==> config.mk <==
export PLATFORM = sky130hd
export DESIGN_NAME = step_motor_ctrl_flat
export DESIGN_NICKNAME = d
export VERILOG_FILES = /design/src/rtl/step_motor_ctrl_if.sv /design/src/rtl/step_motor_ctrl.sv /design/src/flat_wrapper.sv
export SDC_FILE = /design/constraint.sdc
export NUM_CORES = 1
export LEC_CHECK = 0
export ABC_AREA = 0
export CORE_ASPECT_RATIO = 1.2
export CORE_UTILIZATION = 46
export DETAILED_ROUTE_END_ITERATION = 8
export PLACE_DENSITY = 0.71
export REMOVE_ABC_BUFFERS = 1
export SYNTH_ARGS = -nofsm -noshare
export SYNTH_HDL_FRONTEND = slang
export SYNTH_SLANG_ARGS = --single-unit
export TNS_END_PERCENT = 20
==> constraint.sdc <==
create_clock -name clk -period 4.5 [get_ports clk]
set_input_delay 0.9 -clock clk [delete_from_list [all_inputs] [get_ports clk]]
set_output_delay 0.9 -clock clk [all_outputs]
set_load 0.05 [all_outputs]
==> src/rtl/step_motor_ctrl_if.sv <==
// Move-command handshake bundle for step_motor_ctrl.
// Master drives the command; slave returns cmd_ready.
interface step_motor_ctrl_if #(
   parameter int unsigned PER_W = 20,
   parameter int unsigned CNT_W = 16
);
   logic             cmd_valid;
   logic             cmd_ready;
   logic [CNT_W-1:0] cmd_steps;
   logic             cmd_dir;
   logic [PER_W-1:0] cmd_period;

   modport master (output cmd_valid, cmd_steps, cmd_dir, cmd_period, input cmd_ready);
   modport slave  (input cmd_valid, cmd_steps, cmd_dir, cmd_period, output cmd_ready);
endinterface

==> src/rtl/step_motor_ctrl.sv <==
// Unipolar stepper controller: queued-free move commands, wave/full/half excitation,
// absolute position tracking and idle coil power-down. Optional soft start: STEP_RAMP_EN.
module step_motor_ctrl #(
   parameter int unsigned PER_W    = 20,
   parameter int unsigned CNT_W    = 16,
   parameter int unsigned POS_W    = 24,
   parameter int unsigned IDLE_CYC = 1000000
) (
   input  logic                    clk,
   input  logic                    rst_n,
   step_motor_ctrl_if.slave        i_cmd,
   input  logic [1:0]              i_mode,
   input  logic                    i_step_pulse,
   input  logic                    i_dir,
   input  logic                    i_abort,
   output logic                    o_busy,
   output logic                    o_done,
   output logic signed [POS_W-1:0] o_position,
   output logic [3:0]              o_motor_phase
);

`ifdef STEP_RAMP_EN
   localparam int unsigned TW = PER_W + 2;
`else
   localparam int unsigned TW = PER_W;
`endif
   localparam int unsigned IDLE_W = (IDLE_CYC > 1) ? $clog2(IDLE_CYC) : 1;

   typedef enum logic {S_IDLE, S_RUN} state_t;

   state_t           r_state;
   logic [2:0]       r_idx;
   logic [POS_W-1:0] r_pos;
   logic [CNT_W-1:0] r_remain;
   logic             r_dir;
   logic [PER_W-1:0] r_period;
   logic [TW-1:0]    r_per_cnt;
   logic             r_energ;
   logic [IDLE_W-1:0] r_idle;
   logic [3:0]       r_phase;
   logic             r_done;
`ifdef STEP_RAMP_EN
   logic [1:0]       r_step_no;
`endif

   logic             w_idle;
   logic             w_accept;
   logic [TW-1:0]    w_interval;
   logic             w_run_step;
   logic             w_manual;
   logic             w_step;
   logic             w_step_dir;
   logic [2:0]       w_dl;
   logic [2:0]       w_idx_next;
   logic [POS_W-1:0] w_pos_next;
   logic             w_timeout;
   logic             w_energ_next;
   logic [2:0]       w_eff;

   function automatic logic [3:0] phase_of(input logic [2:0] e);
      case (e)
         3'd0: phase_of = 4'b1000;
         3'd1: phase_of = 4'b1100;
         3'd2: phase_of = 4'b0100;
         3'd3: phase_of = 4'b0110;
         3'd4: phase_of = 4'b0010;
         3'd5: phase_of = 4'b0011;
         3'd6: phase_of = 4'b0001;
         default: phase_of = 4'b1001;
      endcase
   endfunction

   assign w_idle          = (r_state == S_IDLE);
   assign i_cmd.cmd_ready = w_idle && !i_abort;
   assign w_accept        = i_cmd.cmd_valid && i_cmd.cmd_ready;

   // Step interval for the current step; soft start stretches the first two.
   always_comb begin
      w_interval = TW'(r_period);
`ifdef STEP_RAMP_EN
      if (r_step_no == 2'd0)      w_interval = {r_period, 2'b00};
      else if (r_step_no == 2'd1) w_interval = {1'b0, r_period, 1'b0};
`endif
   end

   always_comb begin
      w_run_step   = (r_state == S_RUN) && !i_abort && (r_per_cnt == w_interval - TW'(1));
      w_manual     = w_idle && i_step_pulse;
      w_step       = w_run_step || w_manual;
      w_step_dir   = w_manual ? i_dir : r_dir;
      w_dl         = i_mode[1] ? 3'd1 : 3'd2;
      w_idx_next   = r_idx;
      w_pos_next   = r_pos;
      if (w_step) begin
         w_idx_next = w_step_dir ? (r_idx - w_dl) : (r_idx + w_dl);
         w_pos_next = w_step_dir ? (r_pos - POS_W'(w_dl)) : (r_pos + POS_W'(w_dl));
      end
      w_timeout    = (IDLE_CYC != 0) && w_idle && r_energ &&
                     (r_idle == IDLE_W'(IDLE_CYC - 1));
      w_energ_next = w_step ? 1'b1 : (w_timeout ? 1'b0 : r_energ);
      // Full mode drives the two-coil odd entries, wave mode the single-coil even ones.
      w_eff        = i_mode[1] ? w_idx_next : {w_idx_next[2:1], i_mode[0]};
   end

   always_ff @(posedge clk or negedge rst_n) begin
      if (!rst_n) begin
         r_state   <= S_IDLE;
         r_idx     <= '0;
         r_pos     <= '0;
         r_remain  <= '0;
         r_dir     <= 1'b0;
         r_period  <= PER_W'(1);
         r_per_cnt <= '0;
         r_energ   <= 1'b0;
         r_idle    <= '0;
         r_phase   <= 4'b0000;
         r_done    <= 1'b0;
`ifdef STEP_RAMP_EN
         r_step_no <= 2'd0;
`endif
      end else begin
         r_done  <= 1'b0;
         r_idx   <= w_idx_next;
         r_pos   <= w_pos_next;
         r_energ <= w_energ_next;
         r_phase <= w_energ_next ? phase_of(w_eff) : 4'b0000;

         if (w_step || !w_idle)
            r_idle <= '0;
         else if (r_energ && !w_timeout)
            r_idle <= r_idle + IDLE_W'(1);

         case (r_state)
            S_IDLE: begin
               if (w_accept) begin
                  r_dir     <= i_cmd.cmd_dir;
                  r_period  <= (i_cmd.cmd_period == '0) ? PER_W'(1) : i_cmd.cmd_period;
                  r_remain  <= i_cmd.cmd_steps;
                  r_per_cnt <= '0;
`ifdef STEP_RAMP_EN
                  r_step_no <= 2'd0;
`endif
                  if (i_cmd.cmd_steps == '0) r_done  <= 1'b1;
                  else                       r_state <= S_RUN;
               end
            end
            S_RUN: begin
               if (i_abort) begin
                  r_state <= S_IDLE;
                  r_done  <= 1'b1;
               end else if (w_run_step) begin
                  r_per_cnt <= '0;
                  r_remain  <= r_remain - CNT_W'(1);
`ifdef STEP_RAMP_EN
                  if (r_step_no != 2'd2) r_step_no <= r_step_no + 2'd1;
`endif
                  if (r_remain == CNT_W'(1)) begin
                     r_state <= S_IDLE;
                     r_done  <= 1'b1;
                  end
               end else begin
                  r_per_cnt <= r_per_cnt + TW'(1);
               end
            end
            default: r_state <= S_IDLE;
         endcase
      end
   end

   assign o_busy        = (r_state == S_RUN);
   assign o_done        = r_done;
   assign o_position    = $signed(r_pos);
   assign o_motor_phase = r_phase;

endmodule
==> src/flat_wrapper.sv <==
// flat-port wrapper written by rule: the top's interface ports become plain ports
module step_motor_ctrl_flat 
#(
   parameter int unsigned PER_W    = 20,
   parameter int unsigned CNT_W    = 16,
   parameter int unsigned POS_W    = 24,
   parameter int unsigned IDLE_CYC = 1000000
)
  (clk, rst_n, i_mode, i_step_pulse, i_dir, i_abort, o_busy, o_done, o_position, o_motor_phase, i_cmd_cmd_valid, i_cmd_cmd_steps, i_cmd_cmd_dir, i_cmd_cmd_period, i_cmd_cmd_ready);
  step_motor_ctrl_if #(.PER_W(PER_W), .CNT_W(CNT_W)) i_cmd_i ();
  input  logic clk;
  input  logic rst_n;
  input  logic [1:0] i_mode;
  input  logic i_step_pulse;
  input  logic i_dir;
  input  logic i_abort;
  output logic o_busy;
  output logic o_done;
  output logic signed [POS_W-1:0] o_position;
  output logic [3:0] o_motor_phase;
  input wire logic [$bits(i_cmd_i.cmd_valid)-1:0] i_cmd_cmd_valid;
  input wire logic [$bits(i_cmd_i.cmd_steps)-1:0] i_cmd_cmd_steps;
  input wire logic [$bits(i_cmd_i.cmd_dir)-1:0] i_cmd_cmd_dir;
  input wire logic [$bits(i_cmd_i.cmd_period)-1:0] i_cmd_cmd_period;
  output wire logic [$bits(i_cmd_i.cmd_ready)-1:0] i_cmd_cmd_ready;
  assign i_cmd_i.cmd_valid = i_cmd_cmd_valid;
  assign i_cmd_i.cmd_steps = i_cmd_cmd_steps;
  assign i_cmd_i.cmd_dir = i_cmd_cmd_dir;
  assign i_cmd_i.cmd_period = i_cmd_cmd_period;
  assign i_cmd_cmd_ready = i_cmd_i.cmd_ready;
  step_motor_ctrl #(.PER_W(PER_W), .CNT_W(CNT_W), .POS_W(POS_W), .IDLE_CYC(IDLE_CYC)) u_core (.clk(clk), .rst_n(rst_n), .i_cmd(i_cmd_i), .i_mode(i_mode), .i_step_pulse(i_step_pulse), .i_dir(i_dir), .i_abort(i_abort), .o_busy(o_busy), .o_done(o_done), .o_position(o_position), .o_motor_phase(o_motor_phase));
endmodule
==> results.rst, run 1 <==
Flow metrics
------------

.. list-table::
   :header-rows: 1

   * - Metric
     - Value
   * - Post-route DRC
     - 0
   * - Max FFs per register
     - 24
   * - Vias in the first global route
     - 6,112
   * - Area grow syn2layout
     - 18.8%
   * - Plain + repair buffers
     - 99
   * - Setup TNS after final layout
     - 0 ns
   * - Number of warning messages in the logs
     - 26
   * - Biggest area consumer among cell classes
     - multi-input combinational cells
   * - Synthesized flop and latch total
     - around 110
   * - Total power density per cell area
     - ~540 mW/mm^2
   * - Most frequent cells after synthesis
     - sky130_fd_sc_hd__nand2_1, sky130_fd_sc_hd__dfrtp_1, sky130_fd_sc_hd__o21ai_0, sky130_fd_sc_hd__nor2_1, sky130_fd_sc_hd__a21oi_1
   * - Multi-Input Combinational
     - about 660
   * - Dominant register cell
     - sky130_fd_sc_hd__dfrtp_1
   * - Cell Area, Placed
     - 0.00815 sq mm
   * - Commonest cells after routing, fill and taps aside
     - sky130_fd_sc_hd__nand2_1, sky130_fd_sc_hd__dfrtp_1, sky130_fd_sc_hd__clkdlybuf4s50_1
   * - Worst reg2reg path startpoint
     - u_core.r_period[2]
   * - Power Internal
     - between 2 and 3 mW
   * - Synth async-reset ratio
     - 100%
   * - Number of well taps
     - about 200
   * - Die X
     - 115 microns
   * - Met3 wire length
     - 554 microns
   * - Post-placement worst setup slack
     - roughly 0.049 ns
   * - Net count, final
     - 987
   * - Count of buffers added by post-CTS timing repair for setup
     - 0
   * - R2R cell count
     - 9
   * - First-pass iteration count of the detailed router
     - 5
   * - Met2 routed wirelength
     - about 8600 microns
   * - Capturing element of the worst setup path
     - u_core.o_position[23]
   * - Number of max-cap violations
     - 0
   * - Most common cell after layout, fill and taps aside
     - sky130_fd_sc_hd__nand2_1
   * - Die Y-Extent
     - ~140 microns
   * - CP Max Fanout
     - 13
   * - GRT Resource Usage Total
     - 22.7%
   * - Power dissipated in the clock network
     - just under 0.8 mW
   * - Remaining antenna violation count after routing
     - 0
   * - Area share of and/or/nand/nor cells after synthesis
     - between 20% and 30%
   * - H-tree depth
     - 3
   * - Number of failing hold endpoints at the final stage
     - 0
   * - DRC marker count from the first detailed-route iteration
     - 290
   * - Total standard cell area after synthesis
     - ~0.0071 sq mm
   * - Hold Worst Slack
     - between 0.4 and 0.5 ns
   * - Non-filler cells, final
     - about 1,100
   * - Portion of total power attributed to sequential cells
     - 32.2%
   * - Overall power after layout
     - 4.57 mW
   * - Seq power
     - ~1.5 mW
   * - Post-layout period usage of the worst path
     - 91.0%
   * - Worst vdd rail ir drop
     - 0.000404 V
   * - Routed len/inst
     - 15.4 microns
   * - Path class of the lowest-slack min-delay path
     - reg -> reg
   * - Kind of end point of the critical path
     - flip-flop
   * - Hold worst-path end
     - u_core.r_dir
   * - Synth cell types
     - about 63
   * - Final setup violation count
     - 0
   * - Worst Hold Depth
     - 2
   * - Sum of overflow across all layers after global routing
     - 0
   * - Final Worst Setup Slack
     - between 0.4 and 0.5 ns
   * - Prevailing logic family in the synthesized netlist
     - simple AND/OR/NAND/NOR gates
   * - Sequential fraction of the synthesis area
     - 39.1%
   * - Initial antenna violation count
     - 0
   * - Final slew viol count
     - 0
   * - CTS sink count
     - about 110
   * - Largest area contributor in the netlist
     - sky130_fd_sc_hd__dfrtp_1
   * - Transition time at the pin with the least slew margin
     - 1.06 ns
   * - Status
     - complete, no violations
   * - Largest cells by area after synthesis
     - sky130_fd_sc_hd__dfrtp_1, sky130_fd_sc_hd__nand2_1, sky130_fd_sc_hd__o21ai_0
   * - Signal buf overhead
     - around 11%
   * - Yosys chip area
     - roughly 0.0071 sq mm
   * - Launching element of the worst setup path
     - i_step_pulse
   * - Logic gate share of total power
     - about 50%
   * - Placed Cells
     - 1,104
## run 1: critical path: stages
cell and delay (ns):
sky130_fd_sc_hd__clkdlybuf4s50_1 0.49, sky130_fd_sc_hd__nand2b_1 0.15, sky130_fd_sc_hd__mux2i_1 0.33, sky130_fd_sc_hd__inv_1 0.16, sky130_fd_sc_hd__buf_4 0.23, sky130_fd_sc_hd__ha_1 0.36
sky130_fd_sc_hd__a21o_1 0.20, sky130_fd_sc_hd__a21oi_1 0.17, sky130_fd_sc_hd__nand3_1 0.11, sky130_fd_sc_hd__o211ai_1 0.19, sky130_fd_sc_hd__a41o_1 0.26, sky130_fd_sc_hd__a21o_1 0.18
sky130_fd_sc_hd__mux2i_1 0.09, sky130_fd_sc_hd__or4b_1 0.51
Figure 1. Routing congestion map (run 1).
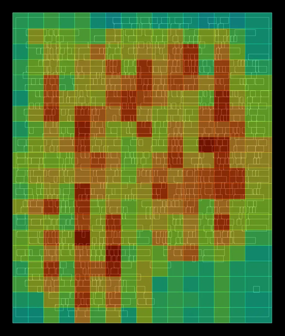
met3 global-route usage: 2.72%
M1 GR Usage: 28.5%
final core area utilization: 56.2%

Figure 2. Metal 4 (run 1).
Scale: 3 px per micron. Supply wires on this layer in gray.
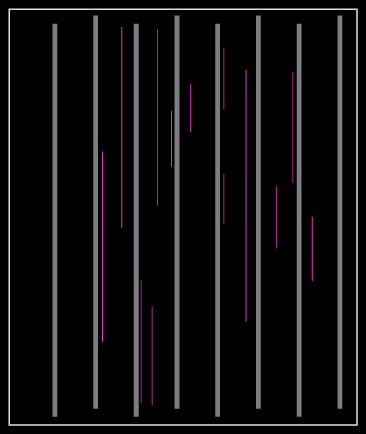
The wires run mostly vertical. The layer carries 494 microns of wire. The longest straight run is 83.6 microns. 12 nets have wire on it.
Via Count: 6,299
final wirelength: 17,200 microns

Figure 3. Cell density map (run 1).
Scale: 3 px per micron. The die is cut into 12 by 14 equal tiles; dark blue is low, red is high, 0 to 100% covered.
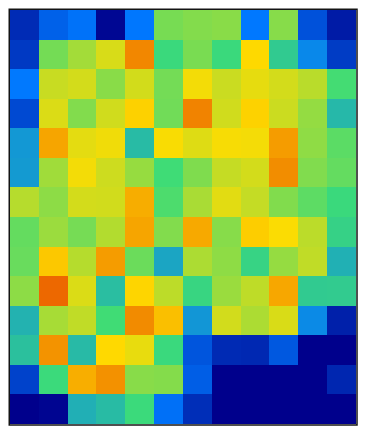
The fullest tile reaches 88%. 14% of the tiles are over 75% full. The emptiest ninth of the die: south-east. The mean over all tiles is 51%.
Floorplan Core Area: 0.0150 sq mm
fp util: 47.3%

Figure 4. Clock distribution (run 1).
Scale: 3 px per micron.
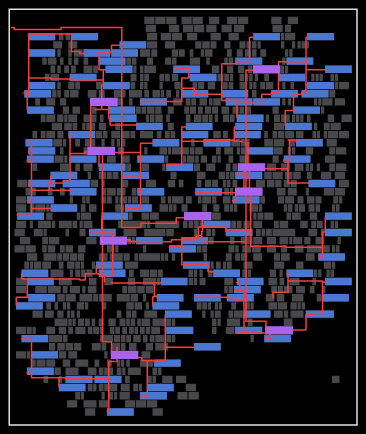

## Run 2: what changed since run 1
- ABC_AREA: 0 -> 1
- CORE_ASPECT_RATIO: 1.2 -> unset
Figure 5. Clock distribution (run 2).
Scale: 3 px per micron.
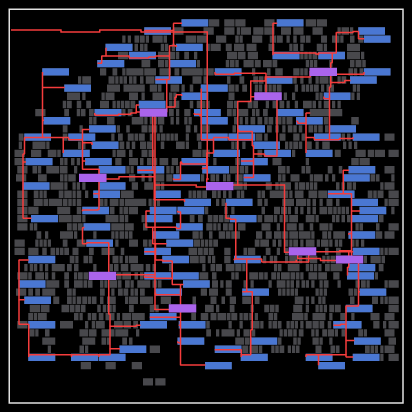
Purple marks clock-net drivers, count 9. Red marks clock wires, length 1,490 microns. Blue marks flip-flops, count 111.
Position of the flops: widely spread. There are 10 routed clock nets.
clock latency on the worst-skew pair: 0.36 ns
post-route clock skew: 0.00786 ns
clock network fraction of design power: 17.9%
power dissipated in the clock network: 0.810 mW

==> run 2 against run 1 <==
Net effect:
- via count is 8.2% higher
- non-clock buffer count is 17 lower
- final area is 5.2% higher
- synthesized area is 7.4% higher
- critical path depth is 3 higher
- worst hold slack better by 0.018 ns
- setup slack better by 0.30 ns
- fmax is 7.8% higher
- utilization is 0.88 points lower
- die size is 7.3% higher
==> results.rst, run 2 <==
Flow metrics
------------

.. list-table::
   :header-rows: 1

   * - Metric
     - Value
   * - Critical path buffers and inverters
     - 2 (-1)
   * - Number of failing hold endpoints at the final stage
     - 0 (unchanged)
   * - Count of buffers added by post-CTS timing repair for setup
     - 0 (unchanged)
   * - Root buffer cell
     - sky130_fd_sc_hd__clkbuf_16
   * - H-tree depth
     - 3 (unchanged)
   * - Final Worst Setup Slack
     - 0.703 ns (+0.296 ns)
   * - Upper clock frequency limit
     - ~0.26 GHz
   * - Total standard cell area after synthesis
     - 0.00763 sq mm (+7.4%)
   * - Via Count
     - 6,817 (+8.2%)
   * - Clock period minus final worst setup slack
     - roughly 3.8 ns
   * - DRC marker count from the first detailed-route iteration
     - 462 (+59%)
   * - Number of well taps
     - 216 (+5.9%)
   * - Cell Area, Placed
     - 0.00858 sq mm (+5.3%)
   * - Filler Cells Inserted
     - roughly 1,500
   * - Most common cell after layout, fill and taps aside
     - sky130_fd_sc_hd__nand2_1
   * - Sequential cell area share
     - between 30 and 40%
   * - Comb power
     - between 2 and 2.5 mW
   * - Logic gate share of total power
     - 50.3% (-0.4 points)
   * - Capture point of the worst reg-to-reg path
     - u_core.o_position[23]
   * - Switching component of the power
     - around 2 mW
   * - Largest cells by area after synthesis
     - sky130_fd_sc_hd__dfrtp_1, sky130_fd_sc_hd__nand2_1, sky130_fd_sc_hd__inv_1
   * - Overall power after layout
     - 4.53 mW (-0.88%)
   * - Library cell contributing the largest single delay on the critical path
     - sky130_fd_sc_hd__clkdlybuf4s50_1
   * - Number of warning messages in the logs
     - 26 (unchanged)
   * - Crit path arrival time
     - 4.05 ns
   * - Floorplan Core Area
     - 0.0161 sq mm (+6.9%)
   * - Max FFs per register
     - 24 (unchanged)
   * - Critical Path RT
     - roughly 4.8 ns
   * - Summed area of non-filler cells in the final layout
     - around 0.0089 sq mm
   * - Worst reg2reg path startpoint
     - u_core.o_busy
   * - Syn Inst Count
     - 1,034
   * - Met3 global-route usage
     - 3.62% (+0.91 points)
   * - Sort of element at the start of the critical path
     - primary input
   * - Post-layout period usage of the worst path
     - 84.4% (-6.6 points)
   * - First-pass iteration count of the detailed router
     - 5 (unchanged)
   * - Most numerous cell on the critical path
     - sky130_fd_sc_hd__nand2_1
   * - Met2 global-route usage
     - 36.0%
   * - Port Buffer Count
     - about 75
   * - Routed length on met1
     - about 8600 microns
   * - Post-route DRC
     - 0 (unchanged)
   * - Final core area utilization
     - 55.3% (-0.88 points)
   * - Transition time at the pin with the least slew margin
     - 0.927 ns (-0.130 ns)
   * - Number of placed I/O pins
     - 76
   * - Area share of the largest cell type after synthesis
     - a little over a third
   * - Setup repair after global routing missed its margin
     - false
   * - Clock transition at the register clock pins on the worst setup and hold paths after CTS
     - about 0.07 ns
   * - Count of clock buffers in the final design
     - 11
   * - Clock network area share
     - about 3.3%
   * - Post-cts sizing count
     - 0
   * - Met3 wire length
     - 621 microns (+12%)
   * - Critical path start-end classification
     - in -> reg
   * - Launching element of the worst setup path
     - i_step_pulse
   * - Synth cell types
     - 50 (-21%)
   * - Signal buf overhead
     - 9.02% (-2.0 points)
   * - Stages on the worst setup path
     - 17 (+3)
   * - Status
     - complete, no violations
   * - Global-route wire length before repair
     - between 20,000 and 30,000 microns
   * - Most frequent cell after synthesis
     - sky130_fd_sc_hd__nand2_1
   * - Die X
     - 131 microns (+13%)
   * - Sequential fraction of the synthesis area
     - 36.4% (-2.7 points)
   * - Portion of total power attributed to sequential cells
     - 31.8% (-0.4 points)
   * - Vias in the first global route
     - 6,348 (+3.9%)
   * - GRT Resource Usage Total
     - 22.1% (-0.58 points)
   * - Path class of the lowest-slack min-delay path
     - reg -> reg
   * - Capturing element of the worst setup path
     - u_core.o_position[23]
   * - Layer with the highest usage after global routing
     - met2
   * - Worst vdd rail ir drop
     - 0.000512 V (+27%)
   * - Yosys chip area
     - 0.00763 sq mm (+7.4%)
   * - Ant. Diodes
     - 0
   * - Synth async-reset ratio
     - 100% (unchanged)
   * - HPWL Detailed
     - ~13,000 microns
   * - Kind of end point of the critical path
     - flip-flop
   * - Post-synthesis cell count from yosys
     - a little over 1,000
   * - Hold Worst Slack
     - 0.512 ns (+0.0180 ns)
   * - Number of max-cap violations
     - 0 (unchanged)
   * - M1 GR Usage
     - 30.1% (+1.7 points)
   * - Synthesized flop and latch total
     - 111 (unchanged)
   * - Remaining antenna violation count after routing
     - 0 (unchanged)
   * - Multi-Input Combinational
     - 779 (+19%)
   * - Inverters, non-clock
     - 123
   * - Number of flops mapped to enable cells by yosys
     - 0
   * - Biggest power consumer among the groups
     - combinational logic
   * - Dominant register cell
     - sky130_fd_sc_hd__dfrtp_1
   * - Placed Cells
     - 1,311 (+19%)
   * - Largest area contributor in the netlist
     - sky130_fd_sc_hd__dfrtp_1
   * - List of cells traversed by the critical path
     - clkdlybuf4s50_1 -> nand2_1 -> o21ai_2 -> buf_4 -> ha_1 -> a21oi_1 -> nand2_1 -> a21oi_1 -> o21ai_0 -> a21oi_1 -> o21ai_0 -> nand2_1 -> nand2_1 -> nand2_1 -> nand2_1 -> nand2_1 -> nand2_1
   * - Plain + repair buffers
     - 82 (-17%)
   * - Most frequent cells after synthesis
     - sky130_fd_sc_hd__nand2_1, sky130_fd_sc_hd__inv_1, sky130_fd_sc_hd__dfrtp_1, sky130_fd_sc_hd__nor2_1, sky130_fd_sc_hd__o21ai_0
   * - Post-placement worst setup slack
     - 0.320 ns (+0.271 ns)
   * - Setup TNS after final layout
     - 0 ns (unchanged)
   * - Final wirelength
     - 17,900 microns (+4.2%)
   * - Power Internal
     - 2.50 mW (-2.0%)
   * - Area of all sequential standard cells
     - ~0.0028 sq mm
   * - Logic area
     - 0.00427 sq mm
   * - Normalized max-slew margin
     - roughly two fifths
   * - Met2 routed wirelength
     - 8370 microns (-2.2%)
   * - Fraction of layout cells with a size suffix above 1
     - between 5 and 6%
   * - Final Wtd Congestion
     - 0.866
   * - Biggest area consumer among cell classes
     - multi-input combinational cells
   * - Final setup violation count
     - 0 (unchanged)
   * - R2R cell count
     - 17 (+8)
   * - Warnings, synthesis
     - 0
   * - Area grow syn2layout
     - 16.4%
   * - Crit-path leading delay family
     - AND-OR/OR-AND gates
   * - Non-filler cells, final
     - 1,327 (+18%)
   * - Number of buffers inserted for hold repair after clock tree synthesis
     - 0
   * - Initial antenna violation count
     - 0 (unchanged)
   * - Slack of the worst reg-to-reg path
     - approximately 1.1 ns
   * - Sum of overflow across all layers after global routing
     - 0 (unchanged)
   * - Die Y-Extent
     - 131 microns (-5.3%)
   * - Seq power
     - 1.44 mW (about the same)
   * - Largest stage delay on the critical path
     - 0.45 ns (-0.06 ns)
   * - Share of total power consumed by net switching
     - 44.8%
   * - Final slew viol count
     - 0 (unchanged)
   * - Max layer used
     - met4
   * - Layout sequential cell count
     - 111
   * - Via-to-Cell Ratio
     - between 5 and 6
   * - CP Max Fanout
     - 23 (+10)
   * - Routed len/inst
     - 13.5 microns (-12%)
   * - Fp util
     - 47.5% (+0.24 points)
   * - Net count, final
     - 1,182 (+20%)
   * - CTS sink count
     - 111 (unchanged)
   * - Largest net degree at the start of global routing
     - between 70 and 80
   * - Commonest cells after routing, fill and taps aside
     - sky130_fd_sc_hd__nand2_1, sky130_fd_sc_hd__inv_1, sky130_fd_sc_hd__dfrtp_1
   * - Overall chip area
     - 0.0171 sq mm
   * - Synthesized area per cell
     - between 7 and 8 sq um
   * - Total power density per cell area
     - 511 mW/mm^2 (-5.8%)
run 2: how the worst min path moves through the flow:
stage / startpoint / end / depth (start not counted)
global placement: u_core.r_remain[11] / u_core.r_remain[11] / 2
CTS: u_core.r_period[19] / u_core.r_period[19] / 2
floorplan: u_core.r_dir / u_core.r_dir / 2
finish: u_core.r_period[19] / u_core.r_period[19] / 2
global route: u_core.o_position[0] / u_core.o_position[0] / 2
detailed placement: u_core.r_remain[11] / u_core.r_remain[11] / 2
run 2: cell families after synthesis:
family                   after synthesis  share of synthesized area [%]
flip-flops                           111                           36.4
adder cells (fa/ha/maj)               31                           5.28
AND/OR/NAND/NOR                      522                           31.1
buffers and inverters                144                           7.63
AND-OR/OR-AND                        155                           11.4
XOR/XNOR                              71                           8.15
Power figures rest on the tool's default switching activity, not on a simulated workload.
